File: src/rtl/cache_sim_pkg.sv
// Shared definitions for the cache simulation slice: default bus widths,
// the responder state encoding and the per-level timing constants.
package cache_sim_pkg;

    localparam int ADDR_W = 11;
    localparam int DATA_W = 32;

    // Nominal access times (cycles) for each level of the hierarchy.
    localparam int L1_TIME  = 1;
    localparam int L2_TIME  = 5;
    localparam int MEM_TIME = 100;

    typedef enum logic [1:0] {
        IDLE  = 2'd0,
        WAIT  = 2'd1,
        BURST = 2'd2
    } mem_state_t;

endpackage

File: src/rtl/main_mem_responder_if.sv
// Refill request / response stream bundle between the L2 miss path
// (master) and the backing-store responder (slave).
interface main_mem_responder_if #(
    parameter int ADDR_W = cache_sim_pkg::ADDR_W,
    parameter int DATA_W = cache_sim_pkg::DATA_W
);

    logic              req_valid;
    logic              req_ready;
    logic [ADDR_W-1:0] req_addr;
    logic              rsp_valid;
    logic              rsp_ready;
    logic [DATA_W-1:0] rsp_data;
    logic [ADDR_W-1:0] rsp_addr;
    logic              rsp_last;

    modport master (
        output req_valid, req_addr, rsp_ready,
        input  req_ready, rsp_valid, rsp_data, rsp_addr, rsp_last
    );

    modport slave (
        input  req_valid, req_addr, rsp_ready,
        output req_ready, rsp_valid, rsp_data, rsp_addr, rsp_last
    );

endinterface

File: src/rtl/mem_latency_timer.sv
// Loadable down-counter that paces the memory latency. done is high when
// the counter will reach zero on the next enabled edge, so the owner can
// change state on that same edge.
module mem_latency_timer #(
    parameter int MAX_COUNT = 100,
    localparam int CNT_W    = $clog2(MAX_COUNT + 1)
) (
    input  logic             clk,
    input  logic             rst,
    input  logic             load,
    input  logic [CNT_W-1:0] load_val,
    input  logic             en,
    output logic             done
);

    logic [CNT_W-1:0] count_reg;

    // Load takes priority; otherwise count down while enabled, stopping at 0.
    always_ff @(posedge clk or posedge rst) begin
        if (rst) begin
            count_reg <= '0;
        end else if (load) begin
            count_reg <= load_val;
        end else if (en && (count_reg != '0)) begin
            count_reg <= count_reg - 1'b1;
        end
    end

    assign done = (count_reg == CNT_W'(1));

endmodule

File: src/rtl/main_mem_responder.sv
// Backing-store responder for L2 refills. Accepts one request, waits
// MEM_LATENCY cycles, then streams the line critical-word-first with
// wrap inside the line. Data is {DATA_TAG, beat word address}.
// Optional build macro: MAIN_MEM_STATS_EN adds saturating request and
// stall counters (stat_reqs, stat_stall).
module main_mem_responder #(
    parameter int ADDR_W      = cache_sim_pkg::ADDR_W,
    parameter int DATA_W      = cache_sim_pkg::DATA_W,
    parameter int LINE_WORDS  = 4,
    parameter int MEM_LATENCY = cache_sim_pkg::MEM_TIME,
    parameter logic [DATA_W-ADDR_W-1:0] DATA_TAG = 21'h0A5A5
) (
    input  logic                 clk,
    input  logic                 rst,
    main_mem_responder_if.slave  bus,
    output logic                 busy
`ifdef MAIN_MEM_STATS_EN
    ,
    output logic [31:0]          stat_reqs,
    output logic [31:0]          stat_stall
`endif
);

    import cache_sim_pkg::*;

    localparam int OFF_W = $clog2(LINE_WORDS);
    localparam int LAT_W = $clog2(MEM_LATENCY + 1);

    mem_state_t              state_reg, state_next;
    logic [ADDR_W-OFF_W-1:0] line_reg;
    logic [OFF_W-1:0]        crit_reg;
    logic [OFF_W-1:0]        beat_reg;
    logic                    timer_load;
    logic                    timer_en;
    logic                    timer_done;
    logic                    fire;
    logic                    last_beat;
    logic [ADDR_W-1:0]       beat_addr;

    // A beat completes only while streaming and the consumer takes it.
    assign fire      = (state_reg == BURST) && bus.rsp_ready;
    assign last_beat = (beat_reg == OFF_W'(LINE_WORDS - 1));
    // Offset adds modulo the line size, so the line is never left.
    assign beat_addr = {line_reg, crit_reg + beat_reg};

    mem_latency_timer #(
        .MAX_COUNT (MEM_LATENCY)
    ) u_timer (
        .clk      (clk),
        .rst      (rst),
        .load     (timer_load),
        .load_val (LAT_W'(MEM_LATENCY - 1)),
        .en       (timer_en),
        .done     (timer_done)
    );

    // FSM state register.
    always_ff @(posedge clk or posedge rst) begin
        if (rst) begin
            state_reg <= IDLE;
        end else begin
            state_reg <= state_next;
        end
    end

    // Next-state logic and all stream outputs; outputs are zero outside BURST.
    always_comb begin
        state_next    = state_reg;
        timer_load    = 1'b0;
        timer_en      = 1'b0;
        busy          = 1'b1;
        bus.req_ready = 1'b0;
        bus.rsp_valid = 1'b0;
        bus.rsp_last  = 1'b0;
        bus.rsp_addr  = '0;
        bus.rsp_data  = '0;
        case (state_reg)
            IDLE: begin
                busy          = 1'b0;
                bus.req_ready = 1'b1;
                if (bus.req_valid) begin
                    timer_load = 1'b1;
                    // A one-cycle latency has no wait phase at all.
                    state_next = (MEM_LATENCY == 1) ? BURST : WAIT;
                end
            end
            WAIT: begin
                timer_en = 1'b1;
                if (timer_done) begin
                    state_next = BURST;
                end
            end
            BURST: begin
                bus.rsp_valid = 1'b1;
                bus.rsp_last  = last_beat;
                bus.rsp_addr  = beat_addr;
                bus.rsp_data  = {DATA_TAG, beat_addr};
                if (bus.rsp_ready && last_beat) begin
                    state_next = IDLE;
                end
            end
            default: state_next = IDLE;
        endcase
    end

    // Capture the line and critical word on acceptance; step the beat on each handshake.
    always_ff @(posedge clk or posedge rst) begin
        if (rst) begin
            line_reg <= '0;
            crit_reg <= '0;
            beat_reg <= '0;
        end else if (timer_load) begin
            line_reg <= bus.req_addr[ADDR_W-1:OFF_W];
            crit_reg <= bus.req_addr[OFF_W-1:0];
            beat_reg <= '0;
        end else if (fire) begin
            beat_reg <= beat_reg + 1'b1;
        end
    end

`ifdef MAIN_MEM_STATS_EN
    logic [31:0] reqs_reg;
    logic [31:0] stall_reg;

    // Saturating counters of accepted requests and back-pressured beats.
    always_ff @(posedge clk or posedge rst) begin
        if (rst) begin
            reqs_reg  <= '0;
            stall_reg <= '0;
        end else begin
            if (timer_load && (reqs_reg != '1)) begin
                reqs_reg <= reqs_reg + 32'd1;
            end
            if ((state_reg == BURST) && !bus.rsp_ready && (stall_reg != '1)) begin
                stall_reg <= stall_reg + 32'd1;
            end
        end
    end

    assign stat_reqs  = reqs_reg;
    assign stat_stall = stall_reg;
`endif

endmodule

File: src/flat_wrapper.sv
// flat-port wrapper written by rule: the top's interface ports become plain ports
module main_mem_responder_flat import cache_sim_pkg::*;
#(
    parameter int ADDR_W      = cache_sim_pkg::ADDR_W,
    parameter int DATA_W      = cache_sim_pkg::DATA_W,
    parameter int LINE_WORDS  = 4,
    parameter int MEM_LATENCY = cache_sim_pkg::MEM_TIME,
    parameter logic [DATA_W-ADDR_W-1:0] DATA_TAG = 21'h0A5A5
)
  (clk, rst, busy, bus_req_valid, bus_req_addr, bus_rsp_ready, bus_req_ready, bus_rsp_valid, bus_rsp_data, bus_rsp_addr, bus_rsp_last);
  main_mem_responder_if #(.ADDR_W(ADDR_W), .DATA_W(DATA_W)) bus_i ();
  input  logic clk;
  input  logic rst;
  output logic busy;
  input wire logic [$bits(bus_i.req_valid)-1:0] bus_req_valid;
  input wire logic [$bits(bus_i.req_addr)-1:0] bus_req_addr;
  input wire logic [$bits(bus_i.rsp_ready)-1:0] bus_rsp_ready;
  output wire logic [$bits(bus_i.req_ready)-1:0] bus_req_ready;
  output wire logic [$bits(bus_i.rsp_valid)-1:0] bus_rsp_valid;
  output wire logic [$bits(bus_i.rsp_data)-1:0] bus_rsp_data;
  output wire logic [$bits(bus_i.rsp_addr)-1:0] bus_rsp_addr;
  output wire logic [$bits(bus_i.rsp_last)-1:0] bus_rsp_last;
  assign bus_i.req_valid = bus_req_valid;
  assign bus_i.req_addr = bus_req_addr;
  assign bus_i.rsp_ready = bus_rsp_ready;
  assign bus_req_ready = bus_i.req_ready;
  assign bus_rsp_valid = bus_i.rsp_valid;
  assign bus_rsp_data = bus_i.rsp_data;
  assign bus_rsp_addr = bus_i.rsp_addr;
  assign bus_rsp_last = bus_i.rsp_last;
  main_mem_responder #(.ADDR_W(ADDR_W), .DATA_W(DATA_W), .LINE_WORDS(LINE_WORDS), .MEM_LATENCY(MEM_LATENCY), .DATA_TAG(DATA_TAG)) u_core (.clk(clk), .rst(rst), .bus(bus_i), .busy(busy));
endmodule
File: config.mk
export PLATFORM = sky130hd
export DESIGN_NAME = main_mem_responder_flat
export DESIGN_NICKNAME = d
export VERILOG_FILES = /design/src/rtl/cache_sim_pkg.sv /design/src/rtl/main_mem_responder_if.sv /design/src/rtl/mem_latency_timer.sv /design/src/rtl/main_mem_responder.sv /design/src/flat_wrapper.sv
export SDC_FILE = /design/constraint.sdc
export NUM_CORES = 1
export LEC_CHECK = 0
export ABC_AREA = 0
export CAP_MARGIN = 15
export CORE_AREA = 2 2 62 64
export CTS_CLUSTER_DIAMETER = 80
export DETAILED_ROUTE_END_ITERATION = 8
export DIE_AREA = 0 0 64 66
export PLACE_DENSITY = 0.77
export SYNTH_ARGS = -nofsm -noshare
export SYNTH_HDL_FRONTEND = slang
export SYNTH_SLANG_ARGS = --single-unit
File: constraint.sdc
create_clock -name clk -period 2.24 [get_ports clk]
set_input_delay 0.672 -clock clk [delete_from_list [all_inputs] [get_ports clk]]
set_output_delay 0.672 -clock clk [all_outputs]
set_load 0.01 [all_outputs]
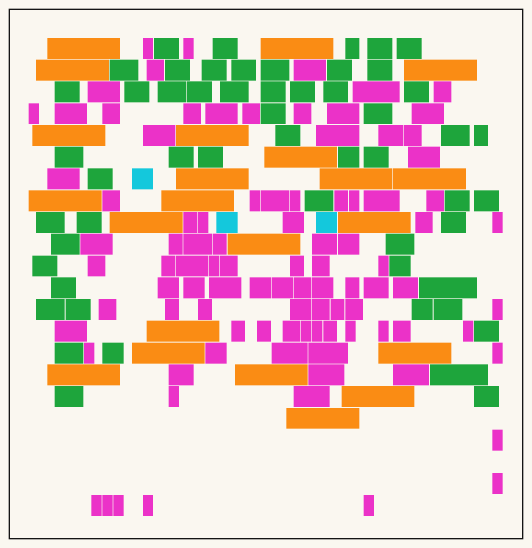
Figure 1: run 1, cells colored by class.
Drawn at 8 px/um.
[clock-net drivers] cyan | cells: 3
[registers] orange | cells: 22
[remaining buffers and delay cells] green | cells: 54
[remaining logic cells] magenta | cells: 95

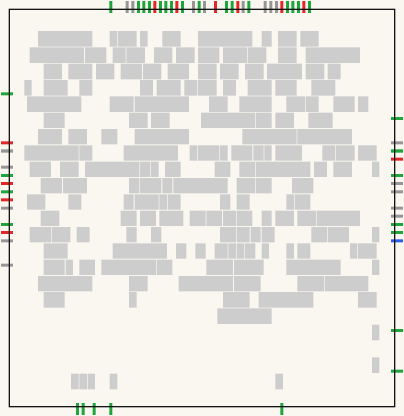
Figure 2: run 1, pin map.
Drawn at 6 px/um. Pins as bars across the die edge, other pins in gray.
[bus_rsp_data] green | pins: 32 | direction: output | edge: 16 top, 7 right, 5 bottom, 4 left
[bus_rsp_addr] red | pins: 11 | direction: output | edge: 6 top, 4 left, 1 right
[bus_req_ready] blue | pins: 1 | direction: output | edge: right
all pins by edge: 30 top, 14 right, 13 left, 5 bottom

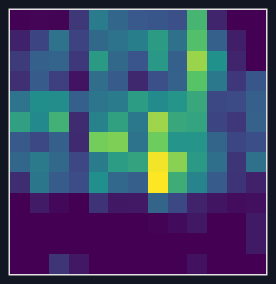
Figure 3: run 1, wiring heat map.
Drawn at 4 px/um. The die is cut into 13 by 13 equal tiles; dark purple is low, yellow is high, scaled to the fullest tile. Values are wire area over tile area, all layers added.
mean over tiles: 0.11
fullest tile: 0.41
emptiest ninth of the die: lower left
densest ninth of the die: center
tiles over half the peak: 17%

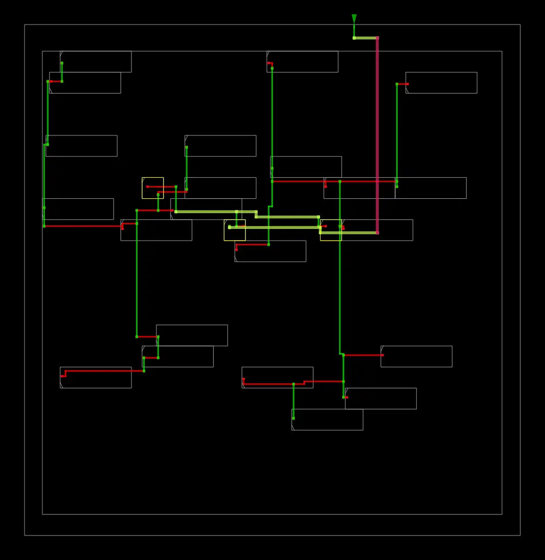
Figure 4: run 1, clock nets.
Num CTS Buffers: 3
clk ins delay skew pair: 0.31 ns

==> reports/qor.yml, run 1 <==
p_sw_share_pct: 35.3
die_x_um: 64
drive_gt1_share_pct: 17.8
root_buffer: "clkbuf_4"
drt-total-wl_um: 2860
synth_cells: 141
clock_power_share_pct: 12.0
coreArea_um2: 3550
rsz0062_at_grt: "yes"
path_clk_slew_ns: 0.12
postSynthSeqShare_pct: 38.9
die_h_um: 66
grt_max_degree: 24
met1_usage_pct: 15.7
ir_drop_mv: 0.547
relSlewSlack_pct: 61.0
synthXorXnorAreaFrac_pct: 1.86
status: "finished clean"
ys_cells: 141
top_cell_area_share_pct: 38.9
synthFlopType: "dfrtp_1"
ctsResizeCount: 42
maxCapViolCount: 0
run 1: critical path, cell delays in order (launching register included):
cell     delay (ns)
dfrtp_1        0.42
ha_2           0.20
xnor2_2        0.16
xnor2_1        0.12
and2_1         0.16
buf_2          0.14
run 1: routing by layer:
metal,vias up,wire length [um]
met5,-,0
met4,0,25
met3,2,150
li1,503,-
met1,490,1100
met2,36,1580
run 1: final cells by class:
cell class,instances,area share [%]
multi-input cells,90,36.0
inverters,5,1.04
repair buffers,54,27.8
clock buffers,3,1.25
well taps,48,3.33
flip-flops and latches,22,30.6
run 1: power by group through the flow:
stage / clock, uW / sequential (uW) / combinational [uW]
after floorplan: 0 / 667 / 467
after global placement: 0 / 687 / 570
after detailed placement: 0 / 706 / 618
after CTS: 190 / 697 / 614
after global routing: 205 / 723 / 679
final: 177 / 697 / 605
## Run 2: what changed since run 1
--- a/config.mk
+++ b/config.mk
@@ -7,11 +7,11 @@
 export LEC_CHECK = 0
 export ABC_AREA = 0
 export CAP_MARGIN = 15
-export CORE_AREA = 2 2 62 64
+export CORE_AREA = 2 2 67 69
 export CTS_CLUSTER_DIAMETER = 80
 export DETAILED_ROUTE_END_ITERATION = 8
-export DIE_AREA = 0 0 64 66
-export PLACE_DENSITY = 0.77
+export DIE_AREA = 0 0 69 71
+export PLACE_DENSITY = 0.67
 export SYNTH_ARGS = -nofsm -noshare
 export SYNTH_HDL_FRONTEND = slang
 export SYNTH_SLANG_ARGS = --single-unit
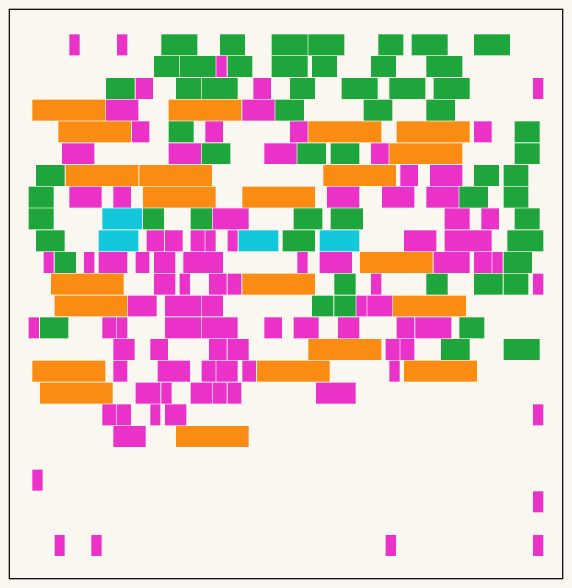
Figure 5: run 2, cells colored by class.
Drawn at 8 px/um.
[clock drivers and dummy loads] cyan | cells: 4
[registers] orange | cells: 22
[remaining buffers and delay cells] green | cells: 57
[remaining logic cells] magenta | cells: 95
fraction of area in registers: 28.8%
Rows: 24
post-route cell area: 1910 um^2

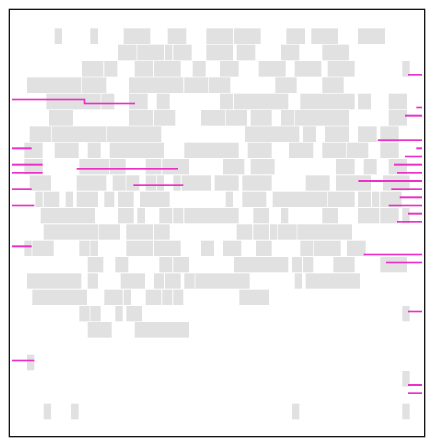
Figure 6: run 2, met3 routing.
Drawn at 6 px/um.
wire length on this layer: 146 um
main direction: horizontal
share of all routed wire: 5.5%

==> run 2 against run 1 <==
Net effect:
- flip-flop count did not move
- non-clock buffer count rose by 3
- critical path depth did not move
- clock skew fell by 0.0047 ns
- routed wire length fell by 7.9%
- design area rose by 6.1%
- via count fell by 3.5%
- cell count rose by 3.6%
- clock power rose by 61%
- area after synthesis did not move
- combinational power fell by 4.0%
- worst setup slack got worse by 0.062 ns
- largest power group unchanged
==> reports/qor.yml, run 2 <==
root_buffer: "clkbuf_8"
coreArea_um2: 4200  # +18%
top_layer: "met4"
slowest_stage: "dfrtp_1"
status: "finished clean"
synth_cells: 141  # unchanged
relSlewSlack_pct: 61.3  # +0.31 points
wl_met3_um: 146  # -2.7%
ctsResizeCount: 22  # -48%
crit_buf_inv: 1  # unchanged
ys_cells: 141  # unchanged
die_h_um: 71  # +7.6%
die_x_um: 69  # +7.8%
wl_met1_um: 1170  # +6.1%
max_stage_delay_ns: 0.39  # -0.03 ns
wl_met2_um: 1310  # -17%
path_depth: 5  # unchanged
postSynthSeqShare_pct: 38.9  # unchanged
top_cell_area_share_pct: 38.9  # unchanged
clk_latency_ns: 0.26  # -0.05 ns
==> run 2: cell types whose count changed in the layout (fill, tap and decap cells not counted), moves of 3 or more <==
cell | previous run | this run
buf_4 | 4 | 7
clkbuf_4 | 3 | 0
clkbuf_8 | 0 | 4
dlygate4sd2_1 | 31 | 19
dlymetal6s2s_1 | 0 | 14
==> run 2: final cells by class <==
class,instances,area [um^2]
timing repair buffer,57,567
inverter,5,18.8
multi-input combinational,90,656
sequential,22,551
fill,428,2290
tap,52,65.1
clock buffer,4,55.1
==> run 2: where the power goes <==
part / internal (uW) / switching [uW] / leakage, uW / total (uW)
Sequential: 570 / 127 / 0.000265 / 697
Clock: 157 / 128 / 0.0000288 / 285
Combinational: 325 / 256 / 0.000862 / 581
Power is estimated from default activity; no workload was simulated.
